### config.mk
export PLATFORM = sky130hd
export DESIGN_NAME = bcd_serial_adder
export DESIGN_NICKNAME = d
export VERILOG_FILES = /design/src/rtl/bcd_pkg.sv /design/src/rtl/bcd_digit_adder.sv /design/src/rtl/bcd_serial_adder.sv
export SDC_FILE = /design/constraint.sdc
export NUM_CORES = 1
export LEC_CHECK = 0
export CORE_MARGIN = 2
export CORE_UTILIZATION = 43
export CTS_CLUSTER_DIAMETER = 80
export DETAILED_ROUTE_END_ITERATION = 16
export GPL_ROUTABILITY_DRIVEN = 0
export PLACE_DENSITY = 0.69
export RECOVER_POWER = 100
export SLEW_MARGIN = 20
export SYNTH_ARGS = -nofsm -noshare
export SYNTH_HDL_FRONTEND = slang
export SYNTH_SLANG_ARGS = --single-unit
### constraint.sdc
create_clock -name clk -period 3.14 [get_ports clk]
set_input_delay 0.471 -clock clk [delete_from_list [all_inputs] [get_ports clk]]
set_output_delay 0.471 -clock clk [all_outputs]
set_load 0.02 [all_outputs]
### src/rtl/bcd_pkg.sv
// Shared types and helpers for the digit-serial BCD adder.
// Latency: n/a (types, constants and a combinational helper only).
// Backpressure: n/a.
package bcd_pkg;

  typedef logic [3:0] bcd_digit_t;

  localparam bcd_digit_t BCD_MAX = 4'd9;

  typedef enum logic [1:0] {
    IDLE = 2'd0,
    RUN  = 2'd1,
    DONE = 2'd2
  } state_t;

  // True when the nibble is a legal decimal digit (0..9).
  function automatic logic is_bcd(input bcd_digit_t nibble);
    return (nibble <= BCD_MAX);
  endfunction

endpackage

### src/rtl/bcd_digit_adder.sv
// Single-digit BCD adder: s = (a+b+cin) mod 10, cout = (a+b+cin) >= 10.
// Latency: combinational, zero cycles.
// Backpressure: none (pure function of its inputs).
// Ports: a, b - BCD digits; cin - carry in; s - BCD sum digit; cout - decimal carry out.
module bcd_digit_adder
  import bcd_pkg::*;
(
  input  logic [3:0] a,
  input  logic [3:0] b,
  input  logic       cin,
  output logic [3:0] s,
  output logic       cout
);

  logic [4:0] raw;

  assign raw = {1'b0, a} + {1'b0, b} + {4'b0000, cin};

  // Binary total above 9 wraps by subtracting ten and produces a decimal carry.
  always_comb begin
    s    = raw[3:0];
    cout = 1'b0;
    if (raw > {1'b0, BCD_MAX}) begin
      s    = 4'(raw - 5'd10);
      cout = 1'b1;
    end
  end

endmodule

### src/rtl/bcd_serial_adder.sv
// Digit-serial DIGITS-wide BCD adder, one decimal digit per clock, LSD first.
// Latency: done in the cycle after edge k+DIGITS for a start at edge k; invalid operands report done in the cycle after edge k.
// Backpressure: start is ignored while busy; operands are latched at capture and may change during RUN.
// Ports: clk, rst (sync active-high); start, a, b, cin in; busy, done, sum, cout, invalid out.
module bcd_serial_adder #(
  parameter int DIGITS = 4
) (
  input  logic                  clk,
  input  logic                  rst,
  input  logic                  start,
  input  logic [4*DIGITS-1:0]   a,
  input  logic [4*DIGITS-1:0]   b,
  input  logic                  cin,
  output logic                  busy,
  output logic                  done,
  output logic [4*DIGITS-1:0]   sum,
  output logic                  cout,
  output logic                  invalid
);
  import bcd_pkg::*;

  localparam int W    = 4 * DIGITS;
  localparam int IDXW = (DIGITS > 1) ? $clog2(DIGITS) : 1;

  state_t          state_q, state_d;
  logic [W-1:0]    a_sh, b_sh;
  logic            carry_q;
  logic [IDXW-1:0] idx_q;
  logic [W-1:0]    sum_q;
  logic            cout_q;
  logic            invalid_q;

  logic [DIGITS-1:0] nibble_ok;
  logic              ops_ok;
  logic              last_digit;
  bcd_digit_t        dig_s;
  logic              dig_cout;

  // Every nibble of both operands must be a decimal digit before any RUN cycle.
  for (genvar i = 0; i < DIGITS; i++) begin : g_check
    assign nibble_ok[i] = is_bcd(a[4*i +: 4]) && is_bcd(b[4*i +: 4]);
  end

  assign ops_ok     = &nibble_ok;
  assign last_digit = (idx_q == IDXW'(DIGITS - 1));

  // Operands shift right each RUN cycle so the current digit is always the low nibble.
  bcd_digit_adder u_digit (
    .a    (a_sh[3:0]),
    .b    (b_sh[3:0]),
    .cin  (carry_q),
    .s    (dig_s),
    .cout (dig_cout)
  );

  // State register
  always_ff @(posedge clk) begin
    if (rst) state_q <= IDLE;
    else     state_q <= state_d;
  end

  // Next-state logic
  always_comb begin
    state_d = state_q;
    case (state_q)
      IDLE, DONE: begin
        if (start) state_d = ops_ok ? RUN : DONE;
        else       state_d = IDLE;
      end
      RUN:     if (last_digit) state_d = DONE;
      default: state_d = IDLE;
    endcase
  end

  // Output decode
  always_comb begin
    busy = 1'b0;
    done = 1'b0;
    case (state_q)
      RUN:     busy = 1'b1;
      DONE:    done = 1'b1;
      default: ;
    endcase
  end

  // Datapath
  always_ff @(posedge clk) begin
    if (rst) begin
      a_sh      <= '0;
      b_sh      <= '0;
      carry_q   <= 1'b0;
      idx_q     <= '0;
      sum_q     <= '0;
      cout_q    <= 1'b0;
      invalid_q <= 1'b0;
    end else begin
      case (state_q)
        IDLE, DONE: begin
          if (start) begin
            sum_q <= '0;
            idx_q <= '0;
            if (ops_ok) begin
              a_sh      <= a;
              b_sh      <= b;
              carry_q   <= cin;
              invalid_q <= 1'b0;
            end else begin
              cout_q    <= 1'b0;
              invalid_q <= 1'b1;
            end
          end
        end
        RUN: begin
          a_sh                 <= a_sh >> 4;
          b_sh                 <= b_sh >> 4;
          carry_q              <= dig_cout;
          sum_q[4*idx_q +: 4]  <= dig_s;
          if (last_digit) begin
            cout_q <= dig_cout;
            idx_q  <= '0;
          end else begin
            idx_q  <= idx_q + 1'b1;
          end
        end
        default: ;
      endcase
    end
  end

  assign sum     = sum_q;
  assign cout    = cout_q;
  assign invalid = invalid_q;

endmodule

==> results_slide.txt, run 1 <==
Synthesis and Place & Route Summary

Outcome
  • Status: finished, final reports clean

Min path
  • Hold path start: sum[15]
  • Hold/Removal Path Class: reg -> reg

Route
  • # DRC: 0
  • Drt wl/cell: 15.5 um
  • Vias per cell: 5.58
  • Total detailed-routing wirelength: 6.60 mm

Logic synthesis
  • Main flop type: dfxtp_1
  • Flops after synth: 55
  • Top cell area share: 39.8%
  • Synth cell count leaders: 55 x dfxtp_1, 45 x nor2_1, 33 x mux2i_1
  • Synthesized area: 2770 sq um
  • Distinct cells, synth: 47
  • Number of enable flip-flop cells: 0

Global route
  • Grt ovf: 0
  • Vias in the first global route: 2251
  • First-pass GRT wire length: 11.0 mm
  • Largest net degree at the start of global routing: 55
  • Global Route Usage Sum: 19.0%

Floorplanning
  • Die Footprint: 7090 sq um
  • Core Region: 6280 sq um

STA
  • Post-route minimum period: 2910 ps
  • Final worst slack: 229 ps

Layout
  • Nets: 395
  • Final instance area: 3440 sq um

Setup path
  • Critical Path AT: 3150 ps
  • Critical path startpoint category: flip-flop
  • Crit path from: a_sh[0]
  • Critical path class: reg -> reg

Placed design
  • Hpwl dp: 4.93 mm

Clock tree
  • Clock root buffer: clkbuf_8

Power and ir drop
  • PD cells: 361 nW/um^2

Flow run
  • Log Warnings: 29
-- run 1: layer usage --
layer,global-route usage (%),vias to the layer above,part of all wire [%],wire (um)
met5,0,-,0,0
met4,6.45,0,2.0,129
met3,3.93,11,4.2,277
met2,32.5,57,50,3280
met1,23.7,1116,44,2910
li1,-,1194,-,-
-- run 1: cell families after synthesis --
group	count (synthesis)	share of synthesized area, %
simple gates	97	17.1
compound gates	77	20.3
flops	55	39.8
mux	34	12.5
buf+inv	24	4.57
fa+ha+maj	10	5.07
xor+xnor	1	0.588
-- run 1: power by group --
group | internal, uW | leakage (uW) | switching [uW]
clock | 174 | 0.0000470 | 230
combinational | 66.6 | 0.000781 | 61.7
sequential | 705 | 0.000444 | 5.62
total | 946 | 0.00127 | 297
-- run 1: flip-flops by register name, summed over array words and instances, names as in the netlist --
name	flops
carry_q	1
a_sh	16
b_sh	16
sum	16
state_q	2
cout	1
idx_q	2
invalid	1
-- run 1: cell usage in the layout, fill, tap and decap left out, types with 6 or more instances in the layout --
cell / count
a21oi_1: 18
o21ai_0: 9
nand2_1: 13
mux2i_1: 33
dfxtp_1: 55
nor2_1: 45
a211oi_1: 24
nand3_1: 7
ha_1: 8
clkdlybuf4s50_1: 34
dlygate4sd3_1: 21
nor3_1: 7
clkbuf_8: 6
-- run 1: worst max-delay path, cell delays in order (launching register included) --
cell and delay, ps:
dfxtp_1 340, fa_1 470, fa_1 420, xnor2_1 190, ha_1 240, nor2b_1 130, a31o_1 230, o31ai_4 250
mux2_4 370, o31ai_2 210
-- run 1: cell type report --
class / count / share of cell area (%)
multi-input cells: 219 / 44.6
flip-flops and latches: 55 / 32.0
repair buffers: 63 / 17.5
well taps: 77 / 2.80
clock buffers: 6 / 2.40
inverters: 5 / 0.546
clock inverters: 1 / 0.146
-- run 1: final timing paths --
| kind | end | cells past startpoint |
|---|---|---|
| setup / recovery | sum[14] | 9 |
| hold / removal | sum[15] | 2 |
| setup reg to reg | sum[14] | 9 |
| hold reg to reg | sum[15] | 2 |
-- run 1: stage by stage --
step,cells,total power [uW]
3_3_place_gp,419,857
2_1_floorplan,298,787
4_1_cts,426,1250
6_report,426,1240
3_5_place_dp,419,858
5_1_grt,426,1290
Figure 1. Clock network drawn from the DEF (run 1).
Drawn at 3 px/um.
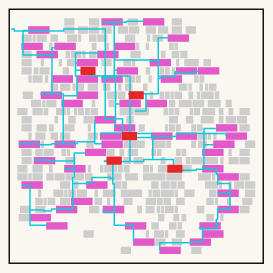
Red marks clock-net drivers, count 5. Cyan marks clock wires, length 698 um. Magenta marks flip-flops, count 55.
Position of the flops: all over the die.

Figure 2. Clock routing (run 1).
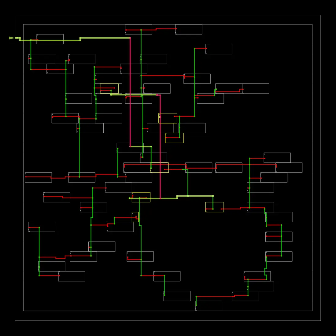
Layout Skew: 5.90 ps
worst skew pair latency: 310 ps
cts bufs inserted: 5

Figure 3. Gate families picked out (run 1).
Drawn at 3 px/um.
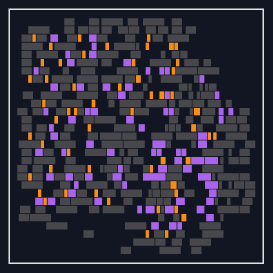
Purple marks aoi and oai cells, cells 73, most used a211oi_1. Orange marks nor cells, cells 54, most used nor2_1.
logic share of the area: 44.6%
Finished Layout Cells: 426
most numerous logic cell after layout: dfxtp_1

==> run 1 -> run 2 <==
GPL_ROUTABILITY_DRIVEN = not set   (was 0)
Figure 4. Power grid (run 2).
Drawn at 4 px/um. Pins as bars on the die edge.
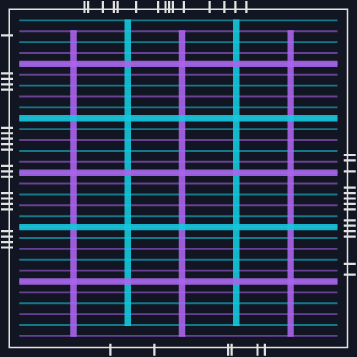
Purple marks VSS. Cyan marks VDD.
5 straps on met4. 5 straps on met5. The core has 29 rows. 30 met1 rails follow the rows. 56 signal pins sit on the boundary.
die width: 84.2 um
maximum vdd drop: 0.196 mV
die height: 84.2 um

Figure 5. Clock routing (run 2).
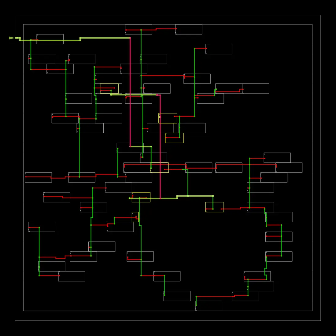
# clk buffers: 6
Clk power: 403 uW
flop count: 55
CTS sink cnt: 55

==> run 2 against run 1 <==
Against the previous run:
- non-clock buffer count unchanged
- cell area unchanged
- sequential share of layout area is the same
- combinational power about the same
- clock power is essentially flat
- utilization is the same
- highest routed layer unchanged
==> results_slide.txt, run 2 <==
Synthesis and Place & Route Summary

Min path
  • Hold path start: sum[15]
  • Hold/Removal Path Class: reg -> reg

Power and ir drop
  • Sequential power share: 57.2% (about the same)
  • PD cells: 361 nW/um^2 (unchanged)
  • Switch share: 23.9% (unchanged)
  • Logic pwr share: 10.3% (about the same)
  • P_int: 946 uW (unchanged)
  • Psw: 297 uW (unchanged)
  • Clk pwr share: 32.5% (about the same)

Logic synthesis
  • Distinct cells, synth: 47 (unchanged)
  • Number of enable flip-flop cells: 0 (unchanged)
  • Main flop type: dfxtp_1
  • Flops after synth: 55 (unchanged)
  • Synth cell count leaders: 55 x dfxtp_1, 45 x nor2_1, 33 x mux2i_1
  • Top cell area share: 39.8% (unchanged)

Clock tree
  • Worst skew pair latency: 310 ps (about the same)
  • Cts bufs inserted: 5 (unchanged)
  • Clock root buffer: clkbuf_8

STA
  • Layout Skew: 5.90 ps (unchanged)

Layout
  • Nets: 395 (unchanged)
  • Most numerous logic cell after layout: dfxtp_1
  • Final instance area: 3440 sq um (unchanged)

Setup path
  • Critical path class: reg -> reg
  • Critical path startpoint category: flip-flop
  • Critical Path AT: 3150 ps (about the same)

Route
  • Vias per cell: 5.58 (unchanged)
  • Drt wl/cell: 15.5 um (unchanged)
  • # DRC: 0 (unchanged)
  • Total detailed-routing wirelength: 6.60 mm (unchanged)

Floorplanning
  • Die Footprint: 7090 sq um (unchanged)
  • Core Region: 6280 sq um (unchanged)

Global route
  • Global Route Usage Sum: 19.0% (unchanged)
  • First-pass GRT wire length: 11.0 mm (unchanged)
  • Grt ovf: 0 (unchanged)
  • Vias in the first global route: 2251 (unchanged)
  • Largest net degree at the start of global routing: 55 (unchanged)

Outcome
  • Status: finished, final reports clean

Placed design
  • Hpwl dp: 4.93 mm (unchanged)
Figure 6. Gate families picked out (run 2).
Drawn at 3 px/um.
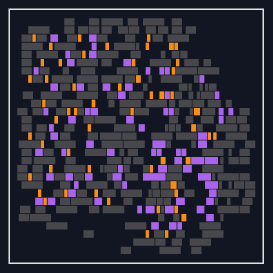
Orange marks nor cells, cells 54, most used nor2_1. Purple marks aoi and oai cells, cells 73, most used a211oi_1.

-- run 2: cell counts in the layout (fill, tap and decap cells not counted) --
No cell type changed its count.
-- run 2: worst paths after layout --
check	to	slack (ps)	depth (start not counted)
max	sum[14]	230	9
min	sum[15]	460	2
max reg2reg	sum[14]	230	9
min reg2reg	sum[15]	460	2
-- run 2: cell type report --
type / count / area, sq um
flip-flops and latches: 55 / 1100
inverters: 5 / 18.8
clock buffers: 6 / 82.6
well taps: 77 / 96.3
multi-input cells: 219 / 1530
fillers: 605 / 2840
repair buffers: 63 / 602
clock inverters: 1 / 5.00
-- run 2: routing by layer --
metal	vias to the layer above	global-route usage, %	share of wire (%)
li1	1194	-	-
met1	1116	23.7	44
met2	57	32.5	50
met3	11	3.93	4.2
met4	0	6.45	2.0
met5	-	0	0
-- run 2: stage by stage --
step / hold WS [ps] / worst slack, ps / total power [uW] / cells
global route: 506 / 79.0 / 1290 / 426
global placement: 441 / 301 / 857 / 419
floorplan: 461 / 305 / 787 / 298
finish: 464 / 229 / 1240 / 426
detailed placement: 448 / 256 / 858 / 419
CTS: 468 / 224 / 1250 / 426
-- run 2: power groups by stage --
stage / Sequential (uW) / Clock (uW) / Combinational [uW]
2_1_floorplan: 727 / 0 / 60.6
4_1_cts: 711 / 410 / 131
6_report: 711 / 403 / 128
3_5_place_dp: 727 / 0 / 131
5_1_grt: 712 / 441 / 139
3_3_place_gp: 727 / 0 / 130
-- run 2: kinds of logic after synthesis --
family	after synthesis	share of synthesized area (%)
compound gates	77	20.3
mux	34	12.5
xor+xnor	1	0.588
simple gates	97	17.1
flops	55	39.8
buf+inv	24	4.57
fa+ha+maj	10	5.07
-- run 2: worst max-delay path: stages, from the launching register on --
cell and delay, ps:
dfxtp_1 340, fa_1 470, fa_1 420, xnor2_1 190, ha_1 240, nor2b_1 130, a31o_1 230, o31ai_4 250
mux2_4 370, o31ai_2 210
Power and IR drop assume default switching activity.
